## config.mk

```make
export PLATFORM = sky130hd
export DESIGN_NAME = ccd_sequencer
export DESIGN_NICKNAME = d
export VERILOG_FILES = /design/src/rtl/ccd_sequencer.sv
export SDC_FILE = /design/constraint.sdc
export NUM_CORES = 1
export LEC_CHECK = 0
export CAP_MARGIN = 5
export CORE_ASPECT_RATIO = 2
export CORE_UTILIZATION = 45
export DETAILED_ROUTE_END_ITERATION = 16
export PLACE_DENSITY_LB_ADDON = 0.3
export SYNTH_ARGS = -nofsm -noshare
export SYNTH_HDL_FRONTEND = slang
export SYNTH_SLANG_ARGS = --single-unit
```

## constraint.sdc

```tcl
create_clock -name clk -period 9.95 [get_ports clk]
set_input_delay 0.995 -clock clk [delete_from_list [all_inputs] [get_ports clk]]
set_output_delay 0.995 -clock clk [all_outputs]
set_load 0.05 [all_outputs]
```

## src/rtl/ccd_sequencer.sv

```systemverilog
// CCD clock sequencer: pre-exposure flush, exposure, binned V/H readout.
// Every output is registered from the next-state values of the FSM.
module ccd_sequencer #(
    parameter int VP_MAX  = 16,
    parameter int HP_MAX  = 8,
    parameter int DIM_W   = 16,
    parameter int DWELL_W = 8
) (
    input  logic                         clk,
    input  logic                         rst_n,
    input  logic [DIM_W-1:0]             width,
    input  logic [DIM_W-1:0]             height,
    input  logic [DIM_W-1:0]             hbin,
    input  logic [DIM_W-1:0]             vbin,
    input  logic [$clog2(VP_MAX+1)-1:0]  num_vertical_phases,
    input  logic [$clog2(HP_MAX+1)-1:0]  num_horizontal_phases,
    input  logic [DWELL_W-1:0]           v_dwell,
    input  logic [DWELL_W-1:0]           h_dwell,
    input  logic                         flush_en,
    input  logic                         start_exposure,
    input  logic                         complete_exposure,
    input  logic                         start_read,
    input  logic                         abort,
    output logic [VP_MAX-1:0]            vertical_phases,
    output logic [HP_MAX-1:0]            horizontal_phases,
    output logic                         read_sample,
    output logic                         read_completed,
    output logic                         busy,
    output logic                         exposing,
    output logic                         cfg_error
);
    localparam int NVW  = $clog2(VP_MAX + 1);
    localparam int NHW  = $clog2(HP_MAX + 1);
    localparam int PMAX = (VP_MAX > HP_MAX) ? VP_MAX : HP_MAX;
    localparam int SW   = (PMAX > 2) ? $clog2(PMAX) : 1;

    typedef enum logic [3:0] {
        IDLE, FLUSH_V, FLUSH_H, EXPOSE, READY,
        VSHIFT, HSHIFT, SAMPLE, DONE
    } state_t;

    state_t state_q, state_d;

    logic [DIM_W-1:0]   w_q, w_d, h_q, h_d;
    logic [DIM_W-1:0]   hb_q, hb_d, vb_q, vb_d;
    logic [NVW-1:0]     nv_q, nv_d;
    logic [NHW-1:0]     nh_q, nh_d;
    logic [DWELL_W-1:0] dv_q, dv_d, dh_q, dh_d;

    logic [SW-1:0]      step_q, step_d;
    logic [DWELL_W-1:0] dwell_q, dwell_d;
    logic [DIM_W-1:0]   cnt_q, cnt_d;
    logic [DIM_W-1:0]   px_q, px_d;
    logic [DIM_W-1:0]   bin_q, bin_d;
    logic               err_d;

    logic [VP_MAX-1:0]  vph_q, vph_d;
    logic [HP_MAX-1:0]  hph_q, hph_d;
    logic               rs_q, rs_d, rc_q, rc_d;
    logic               busy_q, busy_d, exp_q, exp_d, err_q;

    logic               cfg_ok, is_v, shifting, dwell_end, unit_done;
    logic [SW-1:0]      lim;
    logic [DWELL_W-1:0] dmax;

    function automatic logic [DIM_W-1:0] min_dim(
        input logic [DIM_W-1:0] a,
        input logic [DIM_W-1:0] b
    );
        return (a < b) ? a : b;
    endfunction

    assign cfg_ok = (width != '0) && (height != '0)
        && (hbin != '0) && (vbin != '0)
        && (num_vertical_phases >= NVW'(2))
        && (num_vertical_phases <= NVW'(VP_MAX))
        && (num_horizontal_phases >= NHW'(2))
        && (num_horizontal_phases <= NHW'(HP_MAX));

    // One step/dwell pair serves both buses; only one shift is ever active.
    assign is_v      = (state_q == FLUSH_V) || (state_q == VSHIFT);
    assign shifting  = state_q inside {FLUSH_V, FLUSH_H, VSHIFT, HSHIFT};
    assign lim       = is_v ? SW'(nv_q - NVW'(1)) : SW'(nh_q - NHW'(1));
    assign dmax      = is_v ? dv_q : dh_q;
    assign dwell_end = (dwell_q == dmax - DWELL_W'(1));
    assign unit_done = shifting && dwell_end && (step_q == '0);

    always_ff @(posedge clk or negedge rst_n) begin
        if (!rst_n) begin
            state_q <= IDLE;
            w_q     <= '0;
            h_q     <= '0;
            hb_q    <= '0;
            vb_q    <= '0;
            nv_q    <= '0;
            nh_q    <= '0;
            dv_q    <= DWELL_W'(1);
            dh_q    <= DWELL_W'(1);
            step_q  <= '0;
            dwell_q <= '0;
            cnt_q   <= '0;
            px_q    <= '0;
            bin_q   <= '0;
            vph_q   <= VP_MAX'(1);
            hph_q   <= HP_MAX'(1);
            rs_q    <= 1'b0;
            rc_q    <= 1'b0;
            busy_q  <= 1'b0;
            exp_q   <= 1'b0;
            err_q   <= 1'b0;
        end else begin
            state_q <= state_d;
            w_q     <= w_d;
            h_q     <= h_d;
            hb_q    <= hb_d;
            vb_q    <= vb_d;
            nv_q    <= nv_d;
            nh_q    <= nh_d;
            dv_q    <= dv_d;
            dh_q    <= dh_d;
            step_q  <= step_d;
            dwell_q <= dwell_d;
            cnt_q   <= cnt_d;
            px_q    <= px_d;
            bin_q   <= bin_d;
            vph_q   <= vph_d;
            hph_q   <= hph_d;
            rs_q    <= rs_d;
            rc_q    <= rc_d;
            busy_q  <= busy_d;
            exp_q   <= exp_d;
            err_q   <= err_d;
        end
    end

    always_comb begin
        state_d = state_q;
        w_d     = w_q;
        h_d     = h_q;
        hb_d    = hb_q;
        vb_d    = vb_q;
        nv_d    = nv_q;
        nh_d    = nh_q;
        dv_d    = dv_q;
        dh_d    = dh_q;
        step_d  = step_q;
        dwell_d = dwell_q;
        cnt_d   = cnt_q;
        px_d    = px_q;
        bin_d   = bin_q;
        err_d   = 1'b0;

        // Step 0 wraps to 1, so consecutive units need no reload.
        if (shifting) begin
            if (dwell_end) begin
                dwell_d = '0;
                step_d  = (step_q == lim) ? '0 : step_q + SW'(1);
            end else begin
                dwell_d = dwell_q + DWELL_W'(1);
            end
        end

        case (state_q)
            IDLE, DONE: begin
                if (state_q == DONE) state_d = IDLE;
                if (start_exposure && !cfg_ok) begin
                    err_d = 1'b1;
                end else if (start_exposure) begin
                    w_d     = width;
                    h_d     = height;
                    hb_d    = hbin;
                    vb_d    = vbin;
                    nv_d    = num_vertical_phases;
                    nh_d    = num_horizontal_phases;
                    dv_d    = (v_dwell == '0) ? DWELL_W'(1) : v_dwell;
                    dh_d    = (h_dwell == '0) ? DWELL_W'(1) : h_dwell;
                    step_d  = SW'(1);
                    dwell_d = '0;
                    cnt_d   = height;
                    state_d = flush_en ? FLUSH_V : EXPOSE;
                end
            end
            FLUSH_V: begin
                if (unit_done) begin
                    if (cnt_q == DIM_W'(1)) begin
                        state_d = FLUSH_H;
                        cnt_d   = w_q;
                    end else begin
                        cnt_d = cnt_q - DIM_W'(1);
                    end
                end
            end
            FLUSH_H: begin
                if (unit_done) begin
                    if (cnt_q == DIM_W'(1)) state_d = EXPOSE;
                    cnt_d = cnt_q - DIM_W'(1);
                end
            end
            EXPOSE: begin
                if (complete_exposure) state_d = READY;
            end
            READY: begin
                if (start_read) begin
                    state_d = VSHIFT;
                    cnt_d   = h_q;
                    bin_d   = min_dim(vb_q, h_q);
                    step_d  = SW'(1);
                    dwell_d = '0;
                end
            end
            VSHIFT: begin
                if (unit_done) begin
                    cnt_d = cnt_q - DIM_W'(1);
                    bin_d = bin_q - DIM_W'(1);
                    if (bin_q == DIM_W'(1)) begin
                        state_d = HSHIFT;
                        px_d    = w_q;
                        bin_d   = min_dim(hb_q, w_q);
                    end
                end
            end
            HSHIFT: begin
                if (unit_done) begin
                    px_d  = px_q - DIM_W'(1);
                    bin_d = bin_q - DIM_W'(1);
                    if (bin_q == DIM_W'(1)) state_d = SAMPLE;
                end
            end
            SAMPLE: begin
                step_d  = SW'(1);
                dwell_d = '0;
                if (px_q != '0) begin
                    state_d = HSHIFT;
                    bin_d   = min_dim(hb_q, px_q);
                end else if (cnt_q != '0) begin
                    state_d = VSHIFT;
                    bin_d   = min_dim(vb_q, cnt_q);
                end else begin
                    state_d = DONE;
                end
            end
            default: state_d = IDLE;
        endcase

        if (abort) begin
            state_d = IDLE;
            step_d  = '0;
            dwell_d = '0;
            cnt_d   = '0;
            px_d    = '0;
            bin_d   = '0;
            err_d   = 1'b0;
        end
    end

    always_comb begin
        vph_d  = VP_MAX'(1);
        hph_d  = HP_MAX'(1);
        if ((state_d == FLUSH_V) || (state_d == VSHIFT))
            vph_d = VP_MAX'(1) << step_d;
        if ((state_d == FLUSH_H) || (state_d == HSHIFT))
            hph_d = HP_MAX'(1) << step_d;
        rs_d   = (state_d == SAMPLE);
        rc_d   = (state_d == DONE);
        busy_d = (state_d != IDLE);
        exp_d  = (state_d == EXPOSE);
    end

    assign vertical_phases   = vph_q;
    assign horizontal_phases = hph_q;
    assign read_sample       = rs_q;
    assign read_completed    = rc_q;
    assign busy              = busy_q;
    assign exposing          = exp_q;
    assign cfg_error         = err_q;
endmodule
```

### Power grid, run 1

Bar = 20 µm. Pins as bars on the die edge. Tap cells in gray.
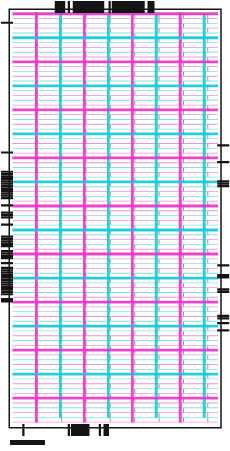
Key: VDD = cyan; VSS = magenta
86 met1 rails follow the rows. 125 signal pins sit on the boundary.
Core Area: 26900 µm²
worst ir drop on vdd: 140 µV
x dimension of the die: 119 µm
Die Y-Extent: 236 µm

### Cell classes on the final placement, run 1

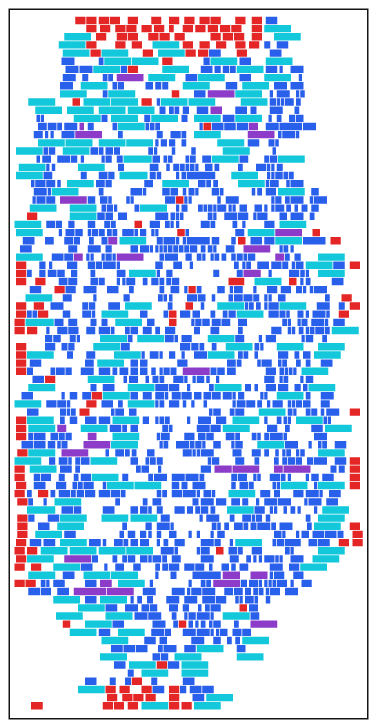
Key: clock drivers and dummy loads = purple [cells 32, share of their area 4.3%]; sequential cells = cyan [cells 181, share of their area 32%]; remaining buffers and delay cells = red [cells 142, share of their area 9.8%]; remaining logic cells = blue [cells 1079, share of their area 54%]
Final Util: 54.0%
sequential share of cell area: 31.2%
design area: 14500 µm²
Placement Rows: 85

### Routed clock nets over the placement, run 1

Bar = 20 µm.
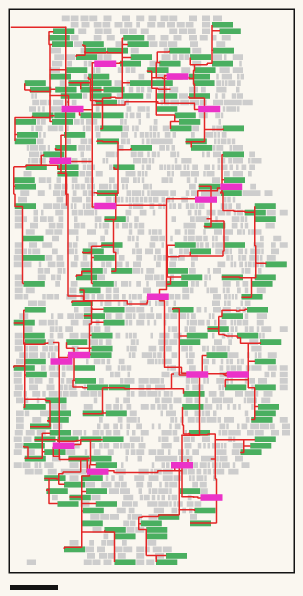
Key: clock-net drivers = magenta [count 17]; clock wires = red [length 2400 µm]; flip-flops = green [count 181]
There are 18 routed clock nets.
part of the total power dissipated in the clock network: 25.7%
clock latency on the worst-skew pair: 470 ps
power consumed by the clock network: 0.000702 W
worst setup skew after layout: 9.23 ps

==> Slide: Implementation Results, run 1 <==
Synthesis and Place & Route Summary

Critical path
  • Worst setup path endpoint: vertical_phases[5]$_DFF_PN0_
  • R2R setup slack: 4720 ps
  • Setup Crit Path Kind: flop to flop
  • Critical path capture point type: flop
  • Worst flop-to-flop path endpoint: vertical_phases[5]$_DFF_PN0_

Yosys
  • Gate count of the mapped netlist: 1329
  • Number of synthesis warnings: 0

Layout
  • Fraction of area in non-clock buffers: 9.50%
  • Relative area of clock buffers and inverters in the final design: 4.20%
  • Diode count: 0
  • Logic area: 7280 µm²
  • Syn-to-layout area delta: 17.8%

Clock network
  • Number of levels the H-tree was split into: 4
  • Total of cells resized after clock tree synthesis: 0
  • Count of clock tree sinks: 181
  • Number of hold-repair buffers added at the cts stage: 0
  • Setup Buffers After CTS: 0

Final timing
  • Least-Margin Pin Slew: 1170 ps
  • Hold Fails Final Rpt: 0
  • Final critical delay including setup and external delays: 5230 ps

Global routing
  • Wire length of the first global-routing pass: 66.2 mm

Power
  • Power density relative to cell area: 188 nW/µm²

Status
  • Result of the run: completed

Floorplan
  • Die area: 28100 µm²

Route
  • Routed length per instance: 24.0 µm
  • Number of vias per cell: 6.33

Min path
  • Class of the worst hold path: input port to asynchronous set/reset pin
==> run 1 -> run 2 <==
- clock period: 9.95 -> 4.5 ns (I/O delays scaled with it)
### Cell classes on the final placement, run 2

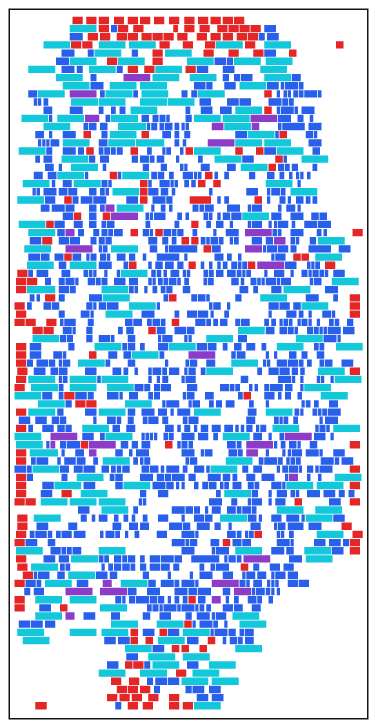
design area: 14800 µm²
sequential share of cell area: 30.6%
Final Util: 55.1%

==> run 2 against run 1 <==
Non-clock buffer count up 44. Clock power up 110%. Sequential share of layout area down 0.65 points. Global-route usage up 1.8 points. First-iteration DRC count up 14%.
==> Slide: Implementation Results, run 2 <==
Synthesis and Place & Route Summary

Yosys
  • Flop and latch count out of synthesis: 181
  • Number of synthesis warnings: 0 (unchanged)

Final timing
  • Hold Fails Final Rpt: 0 (unchanged)
  • Max_slew headroom: 23.9%
  • Least-Margin Pin Slew: 1140 ps (-27.5 ps)
  • Final critical delay including setup and external delays: 4230 ps (-994 ps)

Floorplan
  • X dimension of the die: 119 µm (unchanged)
  • Die Y-Extent: 236 µm (unchanged)
  • Core Area: 26900 µm² (unchanged)
  • Die area: 28100 µm² (unchanged)

Clock network
  • Setup Buffers After CTS: 0 (unchanged)
  • Number of levels the H-tree was split into: 4 (unchanged)
  • Total of cells resized after clock tree synthesis: 0 (unchanged)
  • Number of hold-repair buffers added at the cts stage: 0 (unchanged)

Min path
  • Class of the worst hold path: input port to asynchronous set/reset pin

Critical path
  • Buffers & Inverters on Critical Path: 1
  • Setup Crit Path Kind: flop to flop
  • R2R setup slack: 270 ps (-4460 ps)
  • Worst setup path endpoint: cnt_q[6]$_DFFE_PN0P_
  • Critical path's largest stage delay: 640 ps
  • Worst flop-to-flop path endpoint: cnt_q[6]$_DFFE_PN0P_
  • Critical path capture point type: flop

Route
  • Number of vias per cell: 6.33 (about the same)
  • Routed length per instance: 24.8 µm (+3.2%)

Status
  • Result of the run: completed

Layout
  • Relative area of clock buffers and inverters in the final design: 3.90% (-0.30 points)
  • Syn-to-layout area delta: 20.3%
  • Logic area: 7290 µm² (about the same)
  • Fraction of area in non-clock buffers: 11.6% (+2.1 points)
  • Number of standard cells in the layout, taps in and fillers out: 1826

Power
  • Internal Dissipation: 0.00368 W
  • Power density relative to cell area: 414 nW/µm² (+120%)
  • Worst ir drop on vdd: 458 µV (+230%)

Global routing
  • Wire length of the first global-routing pass: 69.7 mm (+5.2%)
### Routed clock nets over the placement, run 2

Bar = 20 µm.
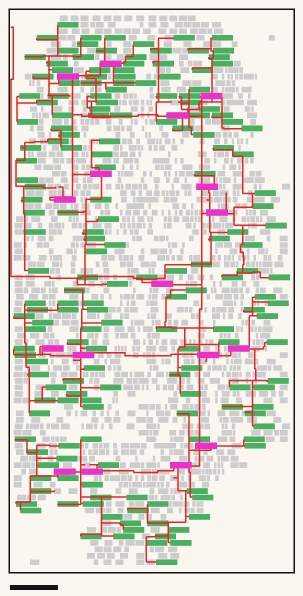
Key: clock-net drivers = magenta [count 17]; clock wires = red [length 2400 µm]; flip-flops = green [count 181]
There are 18 routed clock nets.
power consumed by the clock network: 0.00148 W
clock latency on the worst-skew pair: 460 ps
worst setup skew after layout: 11.5 ps
part of the total power dissipated in the clock network: 24.1%

Power and IR drop assume default switching activity.
